===== src/rtl/rnn_pkg.sv =====
// Shared constants, memory-select encodings and arbiter state type for the
// RNN memory subsystem.
package rnn_pkg;

  localparam int RNN_AW = 17;
  localparam int RNN_DW = 20;
  localparam int RNN_SW = 3;

  localparam logic [2:0] MSEL_W_IH = 3'b000;
  localparam logic [2:0] MSEL_W_HH = 3'b010;
  localparam logic [2:0] MSEL_B_IH = 3'b001;
  localparam logic [2:0] MSEL_B_HH = 3'b011;
  localparam logic [2:0] MSEL_T    = 3'b100;
  localparam logic [2:0] MSEL_OUT  = 3'b101;

  typedef enum logic [1:0] {
    IDLE = 2'd0,
    OWN0 = 2'd1,
    OWN1 = 2'd2
  } arb_state_t;

endpackage


===== src/rtl/rnn_rr_pick2.sv =====
// Combinational two-way round-robin picker: when both request, the one named
// by ptr wins; otherwise the lone requester wins.
module rnn_rr_pick2 (
  input  logic [1:0] valid,
  input  logic       ptr,
  output logic       gnt,
  output logic       any
);

  always_comb begin
    any = |valid;
    gnt = (&valid) ? ptr : valid[1];
  end

endmodule


===== src/rtl/rnn_mem_arbiter.sv =====
// Shares the single external RNN memory port between the weight/bias fetch
// engine (requester 0) and the hidden-state writeback engine (requester 1).
module rnn_mem_arbiter
  import rnn_pkg::*;
#(
  parameter int              AW     = RNN_AW,
  parameter int              DW     = RNN_DW,
  parameter int              SW     = RNN_SW,
  parameter logic [SW-1:0]   WR_SEL = SW'(MSEL_OUT)
) (
  input  logic          clk,
  input  logic          reset,
  input  logic          req0_valid,
  output logic          req0_ready,
  input  logic          req0_last,
  input  logic [SW-1:0] req0_sel,
  input  logic [AW-1:0] req0_addr,
  input  logic [DW-1:0] req0_wdata,
  input  logic          req1_valid,
  output logic          req1_ready,
  input  logic          req1_last,
  input  logic [SW-1:0] req1_sel,
  input  logic [AW-1:0] req1_addr,
  input  logic [DW-1:0] req1_wdata,
  output logic          rsp0_valid,
  output logic [DW-1:0] rsp0_data,
  output logic          rsp1_valid,
  output logic [DW-1:0] rsp1_data,
  output logic          mce,
  output logic [SW-1:0] msel,
  output logic [AW-1:0] maddr,
  output logic [DW-1:0] mdata_w,
  input  logic [DW-1:0] mdata_r
);

  arb_state_t    state;
  logic          ptr;
  logic          pick_gnt;
  logic          pick_any;
  logic          acc0;
  logic          acc1;
  logic          acc;
  logic          beat_wr;
  logic [SW-1:0] beat_sel;
  logic [AW-1:0] beat_addr;
  logic [DW-1:0] beat_wdata;
  logic          rsp_vld_p0;
  logic          rsp_tag_p0;
  logic          rsp_vld_p1;
  logic          rsp_tag_p1;

  rnn_rr_pick2 u_pick (
    .valid ({req1_valid, req0_valid}),
    .ptr   (ptr),
    .gnt   (pick_gnt),
    .any   (pick_any)
  );

  assign acc0 = req0_valid & req0_ready;
  assign acc1 = req1_valid & req1_ready;
  assign acc  = acc0 | acc1;

  // Only the owner's ready is ever high, so it doubles as the beat mux select.
  always_comb begin
    beat_sel   = req0_sel;
    beat_addr  = req0_addr;
    beat_wdata = req0_wdata;
    if (req1_ready) begin
      beat_sel   = req1_sel;
      beat_addr  = req1_addr;
      beat_wdata = req1_wdata;
    end
    beat_wr = (beat_sel == WR_SEL);
  end

  // Ownership FSM: grant changes only when the owner's last beat is accepted.
  always_ff @(posedge clk or negedge reset) begin
    if (!reset) begin
      state      <= IDLE;
      ptr        <= 1'b0;
      req0_ready <= 1'b0;
      req1_ready <= 1'b0;
    end else begin
      case (state)
        IDLE: begin
          if (pick_any) begin
            state      <= pick_gnt ? OWN1 : OWN0;
            req0_ready <= ~pick_gnt;
            req1_ready <= pick_gnt;
          end
        end
        OWN0: begin
          if (acc0 && req0_last) begin
            ptr        <= 1'b1;
            req0_ready <= 1'b0;
            if (req1_valid) begin
              state      <= OWN1;
              req1_ready <= 1'b1;
            end else begin
              state <= IDLE;
            end
          end
        end
        OWN1: begin
          if (acc1 && req1_last) begin
            ptr        <= 1'b0;
            req1_ready <= 1'b0;
            if (req0_valid) begin
              state      <= OWN0;
              req0_ready <= 1'b1;
            end else begin
              state <= IDLE;
            end
          end
        end
        default: begin
          state      <= IDLE;
          req0_ready <= 1'b0;
          req1_ready <= 1'b0;
        end
      endcase
    end
  end

  // Stage p0: memory strobe registered; read tag travels with it.
  always_ff @(posedge clk or negedge reset) begin
    if (!reset) begin
      mce        <= 1'b0;
      msel       <= '0;
      maddr      <= '0;
      mdata_w    <= '0;
      rsp_vld_p0 <= 1'b0;
      rsp_tag_p0 <= 1'b0;
    end else begin
      mce        <= acc;
      rsp_vld_p0 <= acc & ~beat_wr;
      rsp_tag_p0 <= req1_ready;
      if (acc) begin
        msel    <= beat_sel;
        maddr   <= beat_addr;
        mdata_w <= beat_wdata;
      end
    end
  end

  // Stage p1: memory read data is valid now; route it to the issuing requester.
  always_ff @(posedge clk or negedge reset) begin
    if (!reset) begin
      rsp_vld_p1 <= 1'b0;
      rsp_tag_p1 <= 1'b0;
    end else begin
      rsp_vld_p1 <= rsp_vld_p0;
      rsp_tag_p1 <= rsp_tag_p0;
    end
  end

  assign rsp0_valid = rsp_vld_p1 & ~rsp_tag_p1;
  assign rsp1_valid = rsp_vld_p1 &  rsp_tag_p1;
  assign rsp0_data  = rsp0_valid ? mdata_r : '0;
  assign rsp1_data  = rsp1_valid ? mdata_r : '0;

endmodule

===== config.mk =====
export PLATFORM = sky130hd
export DESIGN_NAME = rnn_mem_arbiter
export DESIGN_NICKNAME = d
export VERILOG_FILES = /design/src/rtl/rnn_pkg.sv /design/src/rtl/rnn_rr_pick2.sv /design/src/rtl/rnn_mem_arbiter.sv
export SDC_FILE = /design/constraint.sdc
export NUM_CORES = 1
export LEC_CHECK = 0
export ABC_AREA = 1
export CAP_MARGIN = 20
export CORE_ASPECT_RATIO = 1.75
export CORE_MARGIN = 2
export CORE_UTILIZATION = 34
export CTS_CLUSTER_SIZE = 40
export DETAILED_ROUTE_END_ITERATION = 12
export PLACE_DENSITY = 0.84
export SETUP_SLACK_MARGIN = 0.05
export SYNTH_ARGS = -nofsm -noshare
export SYNTH_HDL_FRONTEND = slang
export SYNTH_HIERARCHICAL = 1
export SYNTH_SLANG_ARGS = --single-unit

===== constraint.sdc =====
create_clock -name clk -period 1.7 [get_ports clk]
set_clock_uncertainty 0.2 [all_clocks]
set_input_delay 0.255 -clock clk [delete_from_list [all_inputs] [get_ports clk]]
set_output_delay 0.255 -clock clk [all_outputs]
set_load 0.05 [all_outputs]

Figure 1. M1 wires.
Bar = 20 microns. Cells faint in the background.
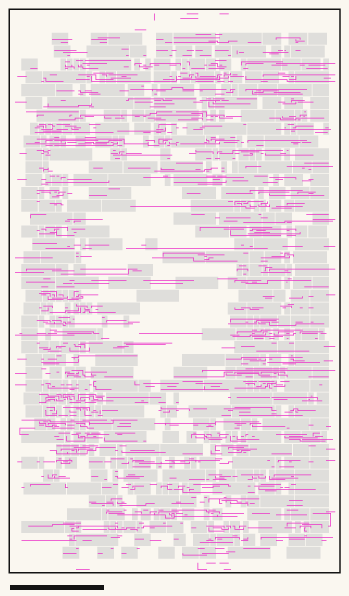
main direction	horizontal
nets with wire on the layer	542
wire length on this layer	3260 microns

Figure 2. Met4 routing.
Bar = 20 microns.
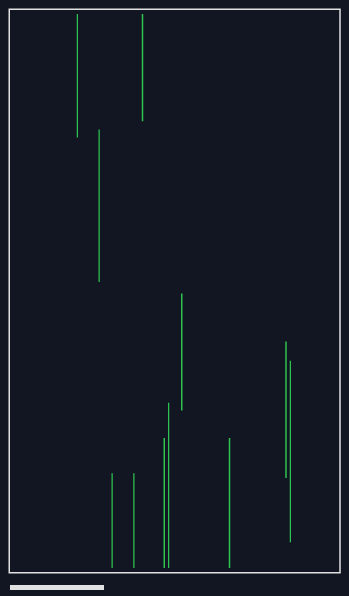
share of all routed wire	3.0%
longest straight run	38.1 microns
wire length on this layer	300 microns
main direction	vertical

==> results.txt <==
Clock net power - 0.968 mW
Type of the worst setup path - reg2out
Achievable Freq - 557 MHz
Sequential area share after synthesis - 48.7%
Initial antenna violation count - 0
Root Driver - clkbuf_16
Crit path DRT - 1240 ps
Remaining Overflow, GRT - 0
Top delay family on crit path - flip-flops
Total track usage - 24.7%
Largest fanout on the critical path - 7
RSZ-0062 raised after global routing - true
Clock power share - 8.6%
DR iter-0 viols - 147
Final Non-Filler Cells - 634
Final critical-path setup slack - -94.4 ps
Post-synth top area cell - dfrtp_1
DRT Wirelength - 9.99 mm
Placed Cells - 622
Sequential power - 2.34 mW
Synthesis-to-finish area growth - 117%
Crit path launch type - flip-flop
Flop pwr share - 20.9%
Starting density of the core - 35.2%
Final nets - 655
Largest Register - mdata_w
Top power group - combinational cells
Register bit count reported by yosys - 50
Most used logic cell in the final layout - nand2_1
Clk latency late pin - 280 ps
Biggest area cells - dfrtp_1 (49%), nand2_1 (15%), nor2_1 (13%), a31oi_1 (9.0%), inv_1 (4.4%)
Most frequent cells in the layout - nand2_1 (105), clkdlybuf4s50_1 (104), nor2_1 (62)
Pwr/cell area - 2010 nW/um^2
Max-cap violations - 0
Synthesized area - 2570 sq um
Post-synthesis chip area from yosys - 2570 sq um
Setup crit end kind - output port
Largest net degree at the start of global routing - 36
Setup-failing EPs final - 36
Tightest Hold Check Type - reg2reg
Vias in the first global route - 3245
Arrival @ worst endpoint - 1340 ps
DR DRC count - 0
Max-slew headroom - 72.1%
Vias per Instance - 4.94
Clock sink count - 50
DIE WIDTH - 69.7 microns
P_int - 5.68 mW
H-tree Lvls - 2
Avg Inst Size Synth - 7.36 sq um
Psw - 5.52 mW
First-pass GRT wire length - 16.1 mm
Yosys cell types - 19
Crit path cell chain - nor2_4 -> inv_6 -> buf_12 -> nor2_4 -> buf_6
Num rows - 41
First-pass DRT Iterations - 4
Run status - complete, but fails checks
Dominant cell area share - 48.7%
Worst path most repeated cell - nor2_4
Num CTS Buffers - 5
Antenna Cells - 0
Die y size - 119 microns
CTS tree - yes
Violated checks - setup timing
Cells after synthesis - 349
Final hold violation count - 0
GPL Wtd Cong - 0.850
Placed Area - 5240 sq um
Cell count in the Yosys report - 349
Longest Clk Path Bufs - 2
Input/output buffers - 190
WP buf/inv - 3
Fill cell count - 451
Critical Path Max Stage Delay - 400 ps
Max reg flops - 20
Net count after synthesis - 455
Figure 3. Metal 2.
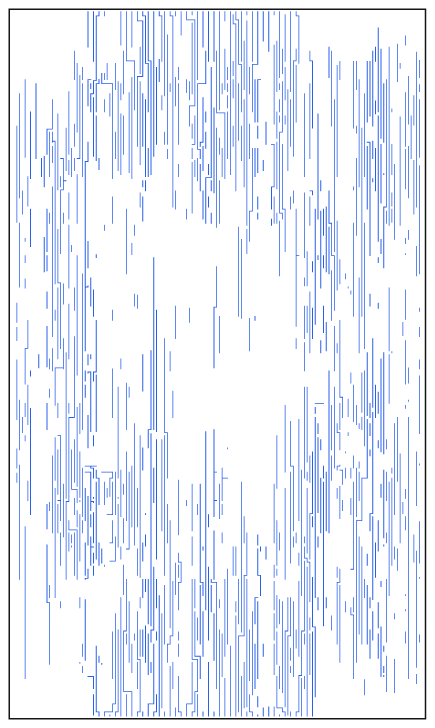
longest straight run	43.9 microns
share of all routed wire	58%
wire length on this layer	5770 microns
main direction	vertical

[cells in the mapped netlist, drive strengths merged]
cell type,count
nand2,107
a31oi,37
nor3,1
nor2,88
nand3,5
o21a,1
inv,31
nand4,3
clkbuf,5
or2,1
o21bai,2
nand3b,2
buf,16
dfrtp,50
[through the flow]
step	TNS, ps	power, mW
2_1_floorplan	-1510	6.60
3_3_place_gp	0	9.75
3_5_place_dp	-190	9.95
4_1_cts	-2700	11.2
5_1_grt	-5200	11.7
6_report	-2360	11.2
[cell type report]
| class | count | area [sq um] | share of cell area (%) |
|---|---|---|---|
| clock buffer | 6 | 139 | 2.49 |
| tap | 86 | 108 | 1.93 |
| sequential | 50 | 1250 | 22.5 |
| inverter | 31 | 121 | 2.18 |
| timing repair buffer | 214 | 2710 | 48.5 |
| multi-input combinational | 247 | 1250 | 22.4 |
[timing repair]
action,in CTS,in global routing
gates resized,32,5
endpoints found under the hold margin,15,0
hold buffers,1,0
endpoints found under the setup margin,43,42
pin swaps,2,0
buffers inserted,4,0
gates cloned,1,0
[per-layer routing]
layer / vias to the layer above / routed length [microns] / GRT usage [%]
li1: 1493 / - / -
met4: 0 / 299 / 9.25
met5: - / 0 / 0
met3: 23 / 666 / 6.18
met2: 161 / 5760 / 49.1
met1: 1455 / 3260 / 23.5
[worst paths after layout]
path                            start             to  slack, ps  cells past startpoint
max                        rsp_tag_p1  rsp0_data[12]        -90                      5
min                        rsp_tag_p0     rsp_tag_p1        150                      0
max reg2reg                req1_ready     req0_ready        230                      6
min reg2reg                rsp_tag_p0     rsp_tag_p1        150                      0
max in group asynchronous       reset     req1_ready        510                      3
min in group asynchronous       reset    mdata_w[19]        250                      2
[kinds of logic after synthesis]
family,synth area share [%]
simple gates,31.6
buf+inv,9.75
flops,48.7
compound gates,9.89
Power figures rest on the tool's default switching activity, not on a simulated workload.
